==> src/rtl/csr_access_ctrl.sv <==
// csr_access_ctrl: Zicsr read-modify-write sequencer between execute and the CSR file
// Walks each request through IDLE -> READ -> WRITE -> RESP against a single-port CSR file.
module csr_access_ctrl #(
   parameter int WORD_SIZE = 32
) (
   input  logic                 i_clk,
   input  logic                 i_rst,
   input  logic                 i_req_valid,
   output logic                 o_req_ready,
   input  logic [11:0]          i_addr,
   input  logic [2:0]           i_funct3,
   input  logic [WORD_SIZE-1:0] i_rs1_data,
   input  logic [4:0]           i_zimm,
   input  logic                 i_rs1_zero,
   input  logic                 i_rd_zero,
   output logic [11:0]          o_csr_addr,
   output logic                 o_csr_re,
   input  logic [WORD_SIZE-1:0] i_csr_rdata,
   input  logic                 i_csr_miss,
   output logic                 o_csr_we,
   output logic [WORD_SIZE-1:0] o_csr_wdata,
   output logic                 o_rsp_valid,
   input  logic                 i_rsp_ready,
   output logic [WORD_SIZE-1:0] o_rsp_rd,
   output logic                 o_rsp_illegal
);
   typedef enum logic [1:0] {IDLE, READ, WRITE, RESP} state_t;
   state_t state;
   logic [WORD_SIZE-1:0] src_q, rd_q, new_q, src_in, new_rd;
   logic [1:0] op_q;
   logic [11:0] addr_q;
   logic ill_q, wr_need_q, rd_need_q;
   logic rd_need_in, wr_need_in, ill_f3, ro, rd_fault;
   always_comb begin
      src_in     = i_funct3[2] ? {{(WORD_SIZE-5){1'b0}}, i_zimm} : i_rs1_data;
      rd_need_in = !(i_funct3[1:0] == 2'b01 && i_rd_zero);
      wr_need_in = (i_funct3[1:0] == 2'b01) || !(i_funct3[2] ? i_zimm == 5'd0 : i_rs1_zero);
      ill_f3     = i_funct3[1:0] == 2'b00;
      ro         = addr_q[11:10] == 2'b11;
      rd_fault   = i_csr_miss || (wr_need_q && ro);
      new_rd     = op_q == 2'b01 ? src_q :
                   op_q == 2'b10 ? (i_csr_rdata | src_q) : (i_csr_rdata & ~src_q);
   end
   assign o_req_ready   = state == IDLE;
   assign o_csr_re      = state == READ;
   // The write strobe is suppressed combinationally so an illegal write never reaches the file
   assign o_csr_we      = state == WRITE && !i_csr_miss && !ro;
   assign o_csr_addr    = addr_q;
   assign o_csr_wdata   = new_q;
   assign o_rsp_valid   = state == RESP;
   assign o_rsp_rd      = (ill_q || !rd_need_q) ? '0 : rd_q;
   assign o_rsp_illegal = ill_q;
   always_ff @(posedge i_clk or posedge i_rst) begin
      if (i_rst) begin
         state     <= IDLE;
         src_q     <= '0;
         rd_q      <= '0;
         new_q     <= '0;
         op_q      <= '0;
         addr_q    <= '0;
         ill_q     <= 1'b0;
         wr_need_q <= 1'b0;
         rd_need_q <= 1'b0;
      end else begin
         case (state)
            IDLE: if (i_req_valid) begin
               src_q     <= src_in;
               new_q     <= src_in;
               op_q      <= i_funct3[1:0];
               addr_q    <= i_addr;
               rd_need_q <= rd_need_in;
               wr_need_q <= wr_need_in;
               ill_q     <= ill_f3;
               state     <= ill_f3 ? RESP : rd_need_in ? READ : WRITE;
            end
            READ: begin
               rd_q  <= i_csr_rdata;
               new_q <= new_rd;
               ill_q <= rd_fault;
               state <= (rd_fault || !wr_need_q) ? RESP : WRITE;
            end
            WRITE: begin
               ill_q <= i_csr_miss || ro;
               state <= RESP;
            end
            RESP: if (i_rsp_ready) state <= IDLE;
            default: state <= IDLE;
         endcase
      end
   end
endmodule

==> config.mk <==
export PLATFORM = sky130hd
export DESIGN_NAME = csr_access_ctrl
export DESIGN_NICKNAME = d
export VERILOG_FILES = /design/src/rtl/csr_access_ctrl.sv
export SDC_FILE = /design/constraint.sdc
export NUM_CORES = 1
export LEC_CHECK = 0
export CAP_MARGIN = 10
export CORE_MARGIN = 4
export CORE_UTILIZATION = 39
export CTS_BUF_LIST = sky130_fd_sc_hd__clkbuf_4 sky130_fd_sc_hd__clkbuf_8
export DETAILED_ROUTE_END_ITERATION = 8
export PLACE_DENSITY = 0.7
export RECOVER_POWER = 100
export SETUP_SLACK_MARGIN = 0.02
export SLEW_MARGIN = 20
export SYNTH_ARGS = -nofsm -noshare
export SYNTH_HDL_FRONTEND = slang
export SYNTH_SLANG_ARGS = --single-unit
==> constraint.sdc <==
create_clock -name i_clk -period 5 [get_ports i_clk]
set_clock_uncertainty 0.05 [all_clocks]
set_input_delay 1 -clock i_clk [delete_from_list [all_inputs] [get_ports i_clk]]
set_output_delay 1 -clock i_clk [all_outputs]
set_load 0.02 [all_outputs]
final_placement.png
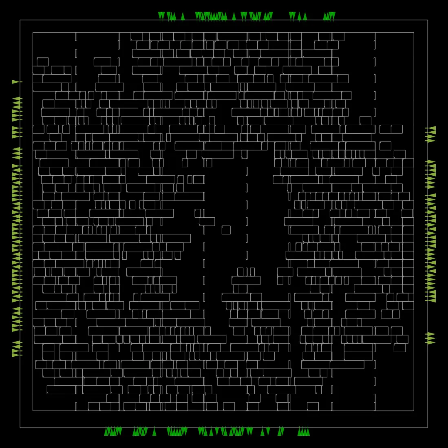
flop share of the area: 35.46%
Layout fillers: 1305
num tapcells: 188
Non-Filler Instances: 927

port_nets.png
(2 px per µm)
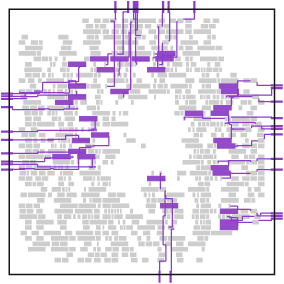
| colour | port | bits | direction | edge | end cells | buffers | wire |
|---|---|---|---|---|---|---|---|
| purple | `o_csr_wdata` | 32 | output | 12 east, 10 west, 8 north, 2 south | 32 | 32 | 1220 µm |

==> ci_impl_report.md <==
### Flow metrics

| Metric | Value |
|---|---|
| Die height | 131.9 µm |
| Violated checks | max-capacitance violations, max-slew violations |
| Adder Share, Synth | 1.254% |
| Asr flop ratio synth | 100.0% |
| CP Capture Type | flip-flop |
| Setup_tns | 0 ns |
| Total GRT Usage | 18.54% |
| Vias post-DR | 4913 |
| R2r setup slk | 1.41 ns |
| First-pass GRT wire length | 26090 µm |
| First-pass DRT Iterations | 4 |
| Final worst setup slack | 1.108 ns |
| Worst Path Arrival | 4.16 ns |
| Seq/Total Area, Yosys | 48.09% |
| Largest cell class by area | sequential cells |
| Met2 WL | 7714 µm |
| Peak Freq | 257.0 MHz |
| Commonest cells in the netlist | dfrtp_1 (115), a21oi_1 (70), nor2_1 (44) |
| Reg2reg end | o_csr_wdata[16]$_DFFE_PP0P_ |
| Slowest stage cell, crit path | o21ai_1 |
| Sw Share | 41.67% |
| Startpoint types | input port |
| Min-delay worst type | flip-flop to flip-flop |
| CP bufs+invs | 2 |
| Die width | 131.9 µm |
| Synth Area in XOR/XNOR | 4.683% |
| CP Class | input port to flip-flop |
| Pwr top | combinational cells |
| Setup repair bufs after CTS | 0 |
| Most instantiated library cell after synthesis | dfrtp_1 |
| Antenna diodes | 0 |
| Logic family by area | AND-OR/OR-AND gates |
| Hold path depth | 1 |
| IO Port Bufs | 171 |
| Clock buf/inv share | 4.945% |
| Cell Type Count | 34 |
| Post-synth top area cell | dfrtp_1 |
| Post-Synth Simple-Gate Area | 12.31% |
| Power in combinational cells | 2.72 mW |
| Bufs w/o clock | 177 |
| CTS tree | yes |
| Fp util | 39.66% |
| # DRC | 0 |
| GRT busiest layer | met2 |
| DP Area | 7724 µm² |
| PwrDens | 673.7 nW/µm² |
| Post-synth regs | 115 |
| Yosys Instances | 574 |
| Final Hold Fails | 0 |
| Pin count of the biggest net entering global routing | 84 |
| Clk latency late pin | 0.43 ns |
| Sequential Power | 1.87 mW |
| Top Layout Cells | dfrtp_1 (113), clkdlybuf4s50_1 (92), dlygate4sd3_1 (79) |
| Most common logic cell in the routed design | dfrtp_1 |
| Antenna viol nets, final | 0 |
| Root Buffer | clkbuf_8 |
| #MultiIn Comb | 408 |
| Max-slew violation total from the final report | 149 |
| 1st-iter DRT viols | 276 |
| Vias in the first global route | 5124 |
| Static leakage | 3.335 nW |
| Synth Cell Area | 5984 µm² |
| # clock sinks | 115 |
| Synth warn | 0 |
| Max Buffers Root-to-Sink | 2 |
| Status | complete, but fails checks |
| Placed wire-length estimate | 10500 µm |
| Post-CTS sizing | 0 |
| Power share of the combinational group | 49.6% |
| AND-OR/OR-AND Cells, Area Fraction | 19.21% |
| Most common reg cell | dfrtp_1 |
| Worst-path cell chain | dlygate4sd3_1 > nand2_4 > o21ai_1 > buf_4 > o21ai_1 > o22a_1 |
| Grt met3 use | 6.718% |
| Total design power | 5.471 mW |
| Fraction of layout cells with a size suffix above 1 | 13.40% |
| Inst Count DP | 895 |
| Syn avg cell area | 10.43 µm² |
| Initial antenna violation count | 0 |
| Highest Signal Layer | met4 |
| Min cycle time layout | 3.892 ns |
| Clk network pwr share | 16.1% |
| Num CTS Buffers | 17 |
| Cell area leaders | dfrtp_1 (48%), mux2_2 (6.2%), a21oi_1 (5.9%), a221oi_2 (5.5%), xnor2_1 (4.7%) |
| Core area | 15090 µm² |
| Post-route core utilization | 53.82% |
| Int Pwr | 3.191 mW |
| Worst Setup SP | i_req_valid |
| Top cell by count, worst path | o21ai_1 |
| Die Area | 17390 µm² |
| Unrepaired setup endpoints after global routing | false |
| Nets@finish | 824 |
| R2r startpoint | state[1]$_DFFE_PP0P_ |
| MUX share of area | 9.471% |
| Met1 Usage GRT | 22.37% |
| Fraction of area in non-clock buffers | 21.81% |
| Switch Pwr | 2.280 mW |
| Clock buffers | 26 |
| Slew Limit Headroom | -44.80% |
| Mapped Cells | 574 |
| Setup crit end | o_csr_wdata[16]$_DFFE_PP0P_ |
| Sequential cell area | 2880 µm² |
| Slowest stage delay, CP | 1.17 ns |
| Seq cells | 115 |
| R2R depth | 7 |
| Design Area, Final | 8122 µm² |
| Drt wl/cell | 17.25 µm |
| Max_cap viols | 3 |
| Chip area in the Yosys report | 5984 µm² |
| Final WL | 15990 µm |
| Worst hold path startpoint | o_csr_addr[6]$_DFFE_PP0P_ |
| Clk power | 0.882 mW |
| Peak supply drop | 364.6 µV |
| Hold_buf cts | 0 |
| Vias/cell | 5.300 |
| Flop pwr share | 34.3% |
| Total grt overflow | 0 |
| Hold Worst Slack | 0.4387 ns |
| IO Count | 172 |
| WP depth | 6 |
| Required @ worst endpoint | 5.27 ns |
| Tool warnings | 31 |
| Routed length on met3 | 1112 µm |
| DRT met1 WL | 6929 µm |
Power and IR drop assume default switching activity.
